Fig. 1: selected gate families
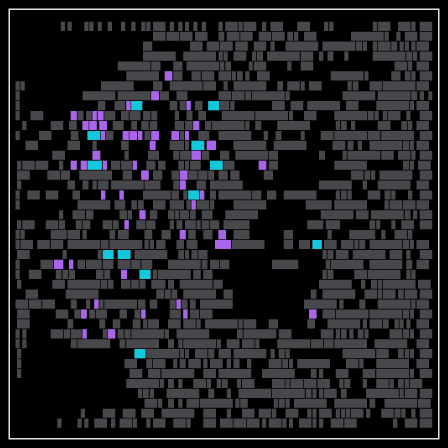
Fig. 2: ports around the boundary
Scale bar: 20 um. Pins as bars across the die edge, other pins in gray.
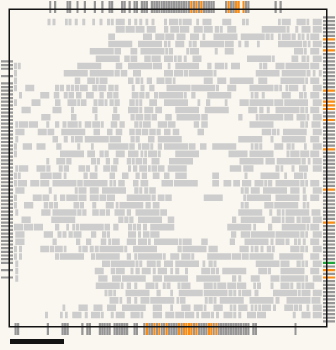
Fig. 3: clock routing
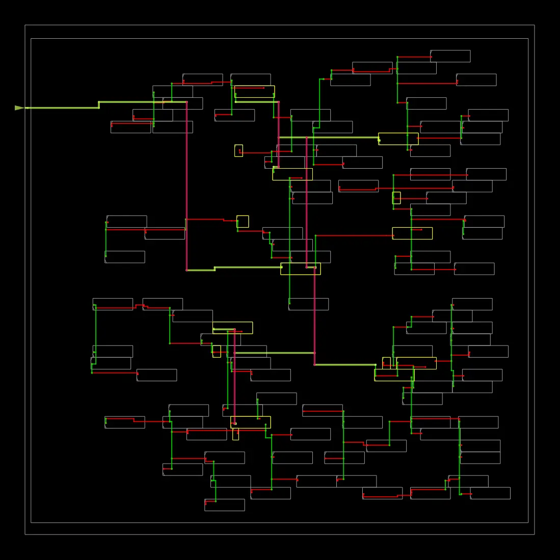
Fig. 4: routed metal per tile
The die is cut into 23 by 23 equal tiles; white is low, dark blue is high, scaled to the fullest tile. Values are wire area over tile area, all layers added.
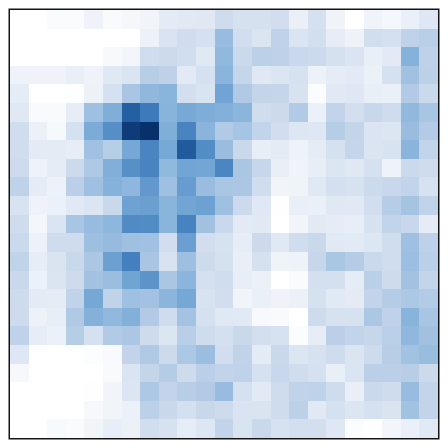
Fig. 5: close-up of the layout
Scale bar: 5 um. Region (49, 72) to (69, 92) um. Cells in gray, sequential cells in the stronger gray; small squares are vias.
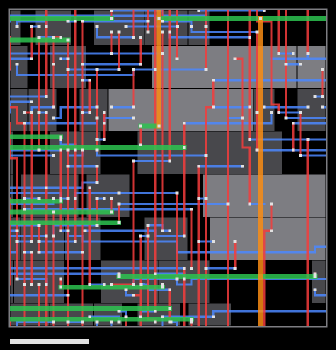
==> config.mk <==
export PLATFORM = sky130hd
export DESIGN_NAME = if_stage
export DESIGN_NICKNAME = d
export VERILOG_FILES = /design/src/rtl/cpu_pkg.sv /design/src/rtl/pc_reg.sv /design/src/rtl/if_stage.sv
export SDC_FILE = /design/constraint.sdc
export NUM_CORES = 1
export LEC_CHECK = 0
export CORE_UTILIZATION = 42
export DETAILED_ROUTE_END_ITERATION = 6
export PLACE_DENSITY = 0.79
export SLEW_MARGIN = 20
export SYNTH_ARGS = -nofsm -noshare
export SYNTH_HDL_FRONTEND = slang
export SYNTH_SLANG_ARGS = --single-unit
==> constraint.sdc <==
create_clock -name clk_i -period 3.2 [get_ports clk_i]
set_input_delay 0.48 -clock clk_i [delete_from_list [all_inputs] [get_ports clk_i]]
set_output_delay 0.48 -clock clk_i [all_outputs]
set_load 0.03 [all_outputs]
==> results.txt <==
impl run done, here's what came out: status finished clean, max FFs per register 32, CTS Root Cell clkbuf_16, yosys stat area 5590 um2, initial core utilization about 44%, DRT antenna net count 0, cell total in the yosys stat output between 600 and 700, main flop type after synthesis dfrtp_1, area leader, netlist dfrtp_1, slowest CP cell or4bb_1, Nets between 800 and 900, CP arrival between 3000 and 4000 ps, P_seq 1.35 mW, Comb power frac 32.3%, Mean Syn Cell Area 8.46 um2, Max Freq 336 MHz, worst-case clock buffer depth 2, share of layout cells above drive strength 1 about 7.6%, Biggest consumer registers, Async SR Flop Fraction 100%, fin crit period 2980 ps, dpl hpwl 11.3 mm, RSZ-0062 raised after global routing false
Notes on Fig. 1 above:
[non-inverting ao/oa cells] cyan | cells: 12
[nor cells] purple | cells: 50 | most used: nor2_1
Finished Layout Cells: 992
fraction of area in multi-input gates: 32.7%
Commonest Layout Cell: clkdlybuf4s50_1

Notes on Fig. 2 above:
[start_i] green | pins: 1 | direction: input | edge: right
[if_id_pc_o] orange | pins: 32 | direction: output | edge: 13 bottom, 12 right, 7 top
all pins by edge: 84 right, 68 bottom, 56 left, 55 top
Die X-Extent: 117 um
PortBufs: 192
Die H: 117 um

Notes on Fig. 3 above:
clk_skew: 6.48 ps
clk_lat worst skew: 340 ps
# clock sinks: 94

Notes on Fig. 4 above:
emptiest ninth of the die: lower left
nearly empty tiles: 8.1%
fullest tile: 0.82
tiles over half the peak: 6.4%
Tot GR Track Use: 22.4%
Total Wirelength: 15.5 mm
WL per Instance: 15.7 um
routed via count: 5101

Notes on Fig. 5 above:
[M4] orange
[M2] red
[M1] blue
[M3] green
cells with their middle in the window: 29
most frequent: dfrtp_1 (4)
sequential cells in the window: 4

[per-stage QoR]
stage	power (mW)	util, %	hold WS [ps]	setup WS (ps)	area (um2)
final	3.40	59.2	160	221	7560
after global routing	3.54	59.2	215	22.4	7560
after CTS	3.42	59.1	178	136	7550
after detailed placement	2.46	57.1	469	156	7300
after global placement	2.46	57.1	462	278	7300
after floorplan	2.12	-	184	120	5840
[cell families (layout without fill, tap and decap cells)]
logic type,Yosys count,in the layout
AOI/OAI and AO/OA,138,138
adders and majority gates,5,5
buffers and inverters,158,250
DFF,94,94
muxes,2,2
other,1,68
and+or+nand+nor,263,263
[cell type report]
class / instances / share of cell area, %
flip-flops and latches: 94 / 31.1
clock inverters: 5 / 0.364
clock buffers: 10 / 3.03
inverters: 8 / 0.397
well taps: 172 / 2.85
multi-input cells: 476 / 32.7
repair buffers: 227 / 29.5
[synthesized netlist by cell type (2+ instances only)]
library cell  instances
o311ai_0              5
o22ai_1               2
nand4b_1              2
a311oi_1              3
ha_1                  5
and4_4                2
a22oi_1               4
o311a_1               2
a32oi_1               4
nor4_1               13
nand4_1              10
and4_1                3
a21oi_1              13
buf_4               102
o31a_1                2
and2_1                5
buf_2                 5
o21ai_0              84
nor2b_1               2
or3_1                 8
nor3b_1               3
or4_1                 6
nand3_1              13
buf_6                 5
nor2_1               19
and3_1                9
inv_1                 8
o22a_1                2
nor3_1               13
clkbuf_1             35
dfrtp_1              94
a31oi_1               5
o41ai_1               3
nand2_1             143
[layer usage]
| metal | share of wire (%) | routed length [um] | vias to the layer above |
|---|---|---|---|
| li1 | - | - | 2434 |
| met1 | 45 | 6970 | 2386 |
| met2 | 45 | 7060 | 258 |
| met3 | 8.3 | 1290 | 23 |
| met4 | 1.4 | 216 | 0 |
| met5 | 0 | 0 | - |
Power and IR drop assume default switching activity.
